### src/rtl/morse_pkg.sv
// Shared encodings and constants for the Morse stream decoder.
package morse_pkg;
  typedef enum logic [1:0] {IDLE, MARK, SPACE, WORDWAIT} state_t;

  localparam logic [2:0] DASH_UNITS   = 3'd2;
  localparam logic [2:0] LETTER_UNITS = 3'd3;
  localparam logic [2:0] WORD_UNITS   = 3'd7;

  localparam logic [7:0] ASCII_QMARK = 8'h3F;
  localparam logic [7:0] ASCII_SPACE = 8'h20;
endpackage

### src/rtl/morse_lut.sv
// Combinational Morse code table: (length, pattern) -> ASCII, '?' when unknown.
module morse_lut
  import morse_pkg::*;
#(
  parameter int MAX_SYMBOLS = 6,
  parameter int LW          = $clog2(MAX_SYMBOLS + 1)
) (
  input  logic [LW-1:0]          len,
  input  logic [MAX_SYMBOLS-1:0] pattern,
  output logic [7:0]             ascii
);
  logic [11:0] key;

  // key = {length nibble, pattern byte}; dot = 0, first symbol in the MSB of the used field
  always_comb begin
    key   = {4'(len), 8'(pattern)};
    ascii = ASCII_QMARK;
    case (key)
      12'h100: ascii = "E";  12'h101: ascii = "T";
      12'h200: ascii = "I";  12'h201: ascii = "A";
      12'h202: ascii = "N";  12'h203: ascii = "M";
      12'h300: ascii = "S";  12'h301: ascii = "U";
      12'h302: ascii = "R";  12'h303: ascii = "W";
      12'h304: ascii = "D";  12'h305: ascii = "K";
      12'h306: ascii = "G";  12'h307: ascii = "O";
      12'h400: ascii = "H";  12'h401: ascii = "V";
      12'h402: ascii = "F";  12'h404: ascii = "L";
      12'h406: ascii = "P";  12'h407: ascii = "J";
      12'h408: ascii = "B";  12'h409: ascii = "X";
      12'h40A: ascii = "C";  12'h40B: ascii = "Y";
      12'h40C: ascii = "Z";  12'h40D: ascii = "Q";
      12'h51F: ascii = "0";  12'h50F: ascii = "1";
      12'h507: ascii = "2";  12'h503: ascii = "3";
      12'h501: ascii = "4";  12'h500: ascii = "5";
      12'h510: ascii = "6";  12'h518: ascii = "7";
      12'h51C: ascii = "8";  12'h51E: ascii = "9";
      default: ascii = ASCII_QMARK;
    endcase
  end
endmodule

### src/rtl/register.sv
// Generic D register with synchronous active-high clear.
module register #(
  parameter int W = 1
) (
  input  logic         clk,
  input  logic         reset,
  input  logic [W-1:0] d,
  output logic [W-1:0] q
);
  always_ff @(posedge clk)
    if (reset) q <= '0;
    else       q <= d;
endmodule

### src/rtl/morse_stream_decoder.sv
// Single-key Morse decoder: sync + debounce, dot/dash timing, gap detection,
// ASCII out on a valid/ready stream with sticky overflow.
module morse_stream_decoder
  import morse_pkg::*;
#(
  parameter int SYNC_STAGES     = 2,
  parameter int UNIT_CYCLES     = 25_000_000,
  parameter int DEBOUNCE_CYCLES = 250_000,
  parameter int MAX_SYMBOLS     = 6,
  parameter int EMIT_SPACE      = 1
) (
  input  logic       clk,
  input  logic       reset,
  input  logic       key_in,
  output logic [7:0] out_data,
  output logic       out_valid,
  input  logic       out_ready,
  output logic       overflow,
  output logic       key_clean
);
  localparam int CW         = $clog2(UNIT_CYCLES + 1);
  localparam int DBW        = $clog2(DEBOUNCE_CYCLES + 1);
  localparam int ARM_CYCLES = SYNC_STAGES + DEBOUNCE_CYCLES;
  localparam int AW         = $clog2(ARM_CYCLES + 1);
  localparam int LW         = $clog2(MAX_SYMBOLS + 1);

  logic [SYNC_STAGES:0] sync_chain;
  logic                 key_s;

  assign sync_chain[0] = key_in;
  for (genvar g = 0; g < SYNC_STAGES; g++) begin : g_sync
    register #(.W(1)) u_sync (
      .clk   (clk),
      .reset (reset),
      .d     (sync_chain[g]),
      .q     (sync_chain[g+1])
    );
  end
  assign key_s = sync_chain[SYNC_STAGES];

  logic [DBW-1:0] db_cnt;
  logic [AW-1:0]  arm_cnt;
  logic           armed, kc_d, rise, fall;

  // The synchroniser flushes to 0 on reset, so a held key looks released for
  // SYNC_STAGES cycles; arming needs a low longer than that plus the debounce.
  always_ff @(posedge clk) begin
    if (reset) begin
      key_clean <= 1'b0;
      kc_d      <= 1'b0;
      db_cnt    <= '0;
      arm_cnt   <= '0;
      armed     <= 1'b0;
    end else begin
      kc_d <= key_clean;
      if (key_s != key_clean) begin
        if (db_cnt == DBW'(DEBOUNCE_CYCLES - 1)) begin
          key_clean <= key_s;
          db_cnt    <= '0;
        end else db_cnt <= db_cnt + DBW'(1);
      end else db_cnt <= '0;
      if (!armed && !key_s && !key_clean) begin
        if (arm_cnt == AW'(ARM_CYCLES - 1)) armed <= 1'b1;
        else arm_cnt <= arm_cnt + AW'(1);
      end else arm_cnt <= '0;
    end
  end

  assign rise = key_clean & ~kc_d;
  assign fall = ~key_clean & kc_d;

  logic [CW-1:0] cyc;
  logic [2:0]    units;

  always_ff @(posedge clk) begin
    if (reset || rise || fall) begin
      cyc   <= '0;
      units <= '0;
    end else if (cyc == CW'(UNIT_CYCLES - 1)) begin
      cyc <= '0;
      if (units != 3'd7) units <= units + 3'd1;
    end else cyc <= cyc + CW'(1);
  end

  state_t                 state;
  logic [MAX_SYMBOLS-1:0] sym;
  logic [LW-1:0]          len;
  logic                   sym_ovf;
  logic [7:0]             lut_char, emit_char;
  logic                   emit;

  morse_lut #(.MAX_SYMBOLS(MAX_SYMBOLS), .LW(LW)) u_lut (
    .len     (len),
    .pattern (sym),
    .ascii   (lut_char)
  );

  always_comb begin
    emit      = 1'b0;
    emit_char = sym_ovf ? ASCII_QMARK : lut_char;
    if (state == SPACE && !rise && units == LETTER_UNITS)
      emit = 1'b1;
    else if (state == WORDWAIT && !rise && units == WORD_UNITS && EMIT_SPACE != 0) begin
      emit      = 1'b1;
      emit_char = ASCII_SPACE;
    end
  end

  always_ff @(posedge clk) begin
    if (reset) begin
      state     <= IDLE;
      sym       <= '0;
      len       <= '0;
      sym_ovf   <= 1'b0;
      out_data  <= 8'h00;
      out_valid <= 1'b0;
      overflow  <= 1'b0;
    end else begin
      if (emit) begin
        if (!out_valid || out_ready) begin
          out_data  <= emit_char;
          out_valid <= 1'b1;
        end else overflow <= 1'b1;
      end else if (out_ready) out_valid <= 1'b0;

      case (state)
        IDLE:     if (rise && armed) state <= MARK;
        MARK:     if (fall) begin
                    state <= SPACE;
                    if (len == LW'(MAX_SYMBOLS)) sym_ovf <= 1'b1;
                    else begin
                      sym <= {sym[MAX_SYMBOLS-2:0], units >= DASH_UNITS};
                      len <= len + LW'(1);
                    end
                  end
        SPACE:    if (rise) state <= MARK;
                  else if (units == LETTER_UNITS) begin
                    state   <= WORDWAIT;
                    sym     <= '0;
                    len     <= '0;
                    sym_ovf <= 1'b0;
                  end
        WORDWAIT: if (rise) state <= MARK;
                  else if (units == WORD_UNITS) state <= IDLE;
        default:  state <= IDLE;
      endcase
    end
  end
endmodule

### config.mk
export PLATFORM = sky130hd
export DESIGN_NAME = morse_stream_decoder
export DESIGN_NICKNAME = d
export VERILOG_FILES = /design/src/rtl/morse_pkg.sv /design/src/rtl/morse_lut.sv /design/src/rtl/register.sv /design/src/rtl/morse_stream_decoder.sv
export SDC_FILE = /design/constraint.sdc
export NUM_CORES = 1
export LEC_CHECK = 0
export CAP_MARGIN = 40
export CELL_PAD_IN_SITES_DETAIL_PLACEMENT = 0
export CELL_PAD_IN_SITES_GLOBAL_PLACEMENT = 2
export CORE_MARGIN = 2
export CORE_UTILIZATION = 29
export CTS_CLUSTER_SIZE = 12
export DETAILED_ROUTE_END_ITERATION = 10
export PLACE_DENSITY = 0.61
export SKIP_LAST_GASP = 1
export SYNTH_ARGS = -nofsm -noshare
export SYNTH_HDL_FRONTEND = slang
export SYNTH_SLANG_ARGS = --single-unit
### constraint.sdc
create_clock -name clk -period 2.8 [get_ports clk]
set_input_delay 0.42 -clock clk [delete_from_list [all_inputs] [get_ports clk]]
set_output_delay 0.42 -clock clk [all_outputs]
set_load 0.01 [all_outputs]
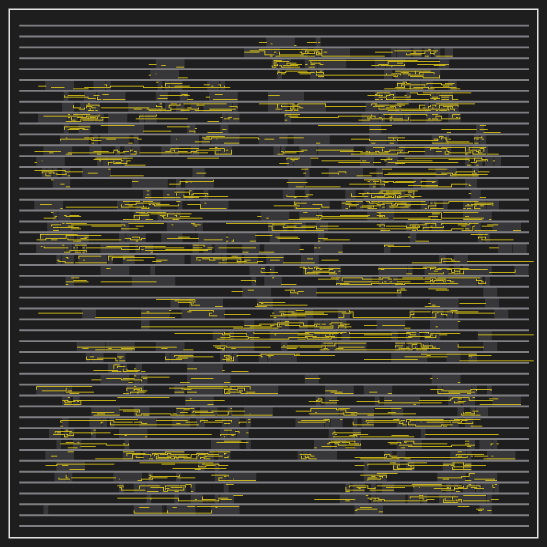
Figure 1: signal wires on met1.
Drawn at 4 px/µm. Supply wires on this layer in grey.
536 nets have wire on it. The longest straight run is 27.1 µm. The layer carries 5340 µm of wire.
met1 Resource Use GR: 0.170
Routed WL: 10500 µm

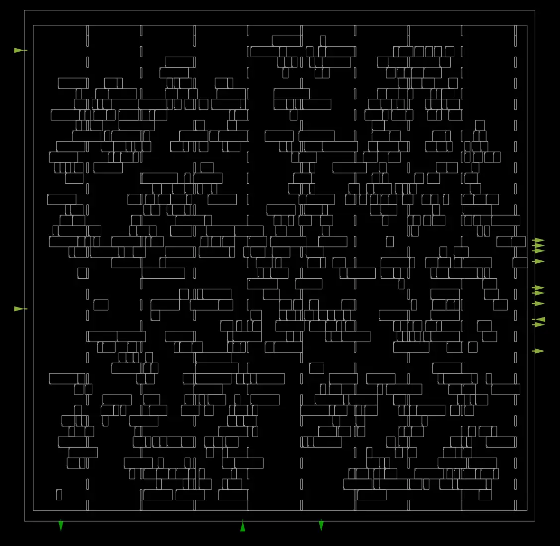
Figure 2: placement view.
Layout Cells excl Fill: 782
FP Rows: 46

==> flow_summary.ini <==
; implementation run metrics
[status]
status = completed

[finish]
nets = 576
final_cell_mix = 91 x nor2_1, 90 x dfxtp_1, 48 x nand2_1, 39 x xor2_1, 36 x nand3_1
finish.utilization = 0.335

[logic_synthesis]
synth_flops = 90
yosysSeqAreaShare = 0.381
synth-edff-count = 0
ys_warn_count = 0
xor_area_frac = 0.105

[drt]
vias_per_cell = 4.84
dr_wl_met3_um = 325
drcViolationCount = 0

[final_timing]
drv_slew = 0
finClkSkew_ns = 0.00830

[critical_path]
critPathKind = register to register
end_kind = register
r2r_start = units[0]$_SDFFE_PP0P_
crit_fanout = 8
cp.arrival_ns = 2.49

[power_and_ir_drop]
leakage_nw = 1.79
switchingPower_mw = 0.570

[die]
io_pins = 15
die_area_um2 = 17400

[clocking]
clock_sinks = 90
hold_buffers = 0
cts_setup_buffers = 0
htree_num_levels = 3

[placed_design]
gp_congestion = 0.737

[min_path]
min_to = cyc[0]$_SDFF_PP0_
cell type report:
class / instances / area (µm²) / share of cell area
Sequential cell: 90 / 1800 / 0.338
Tap cell: 216 / 270 / 0.0507
Multi-Input combinational cell: 428 / 2700 / 0.506
Timing Repair Buffer: 20 / 190 / 0.0356
Inverter: 12 / 45.0 / 0.00844
Clock buffer: 10 / 239 / 0.0448
Clock inverter: 6 / 90.1 / 0.0169
sequential cells by signal, indices dropped and copies added, names as in the netlist:
signal,count
db_cnt,18
key_clean,1
armed,1
units,3
state,2
out_data,7
sym_ovf,1
sym,6
g_sync.u_sync.q,2
overflow,1
cyc,25
kc_d,1
len,3
arm_cnt,18
out_valid,1
synthesized netlist by cell type, drive strengths merged, types with 11 or more instances:
cell type,count
a21oi,29
and3,11
buf,22
dfxtp,90
ha,11
inv,12
nand2,48
nand3,36
nand4,16
nor2,92
nor2b,13
nor3,11
o21ai,12
xnor2,18
xor2,39
kinds of logic (layout without fill, tap and decap cells):
kind of cell / after synthesis / in the layout
AND/OR/NAND/NOR: 277 / 277
multiplexers: 5 / 5
other: 1 / 1
buffers and inverters: 37 / 48
adder cells (fa/ha/maj): 11 / 11
XOR/XNOR: 57 / 57
flip-flops: 90 / 90
AND-OR/OR-AND: 77 / 77
per-stage QoR:
stage | std cells | instance area (µm²) | setup slack, ns | power, mW
after floorplan | 555 | 4730 | 0.828 | 1.37
after global placement | 765 | 4990 | 0.535 | 1.38
after detailed placement | 766 | 5010 | 0.565 | 1.38
after CTS | 782 | 5340 | 0.545 | 2.73
after global routing | 782 | 5340 | 0.364 | 2.78
final | 782 | 5340 | 0.562 | 2.69
layer usage:
layer	vias to the layer above	GRT usage
li1	1947	-
met1	1782	0.170
met2	47	0.194
met3	5	0.0292
met4	0	0.0380
met5	-	0
No activity file was given, so power comes from the tool's default toggle rates.
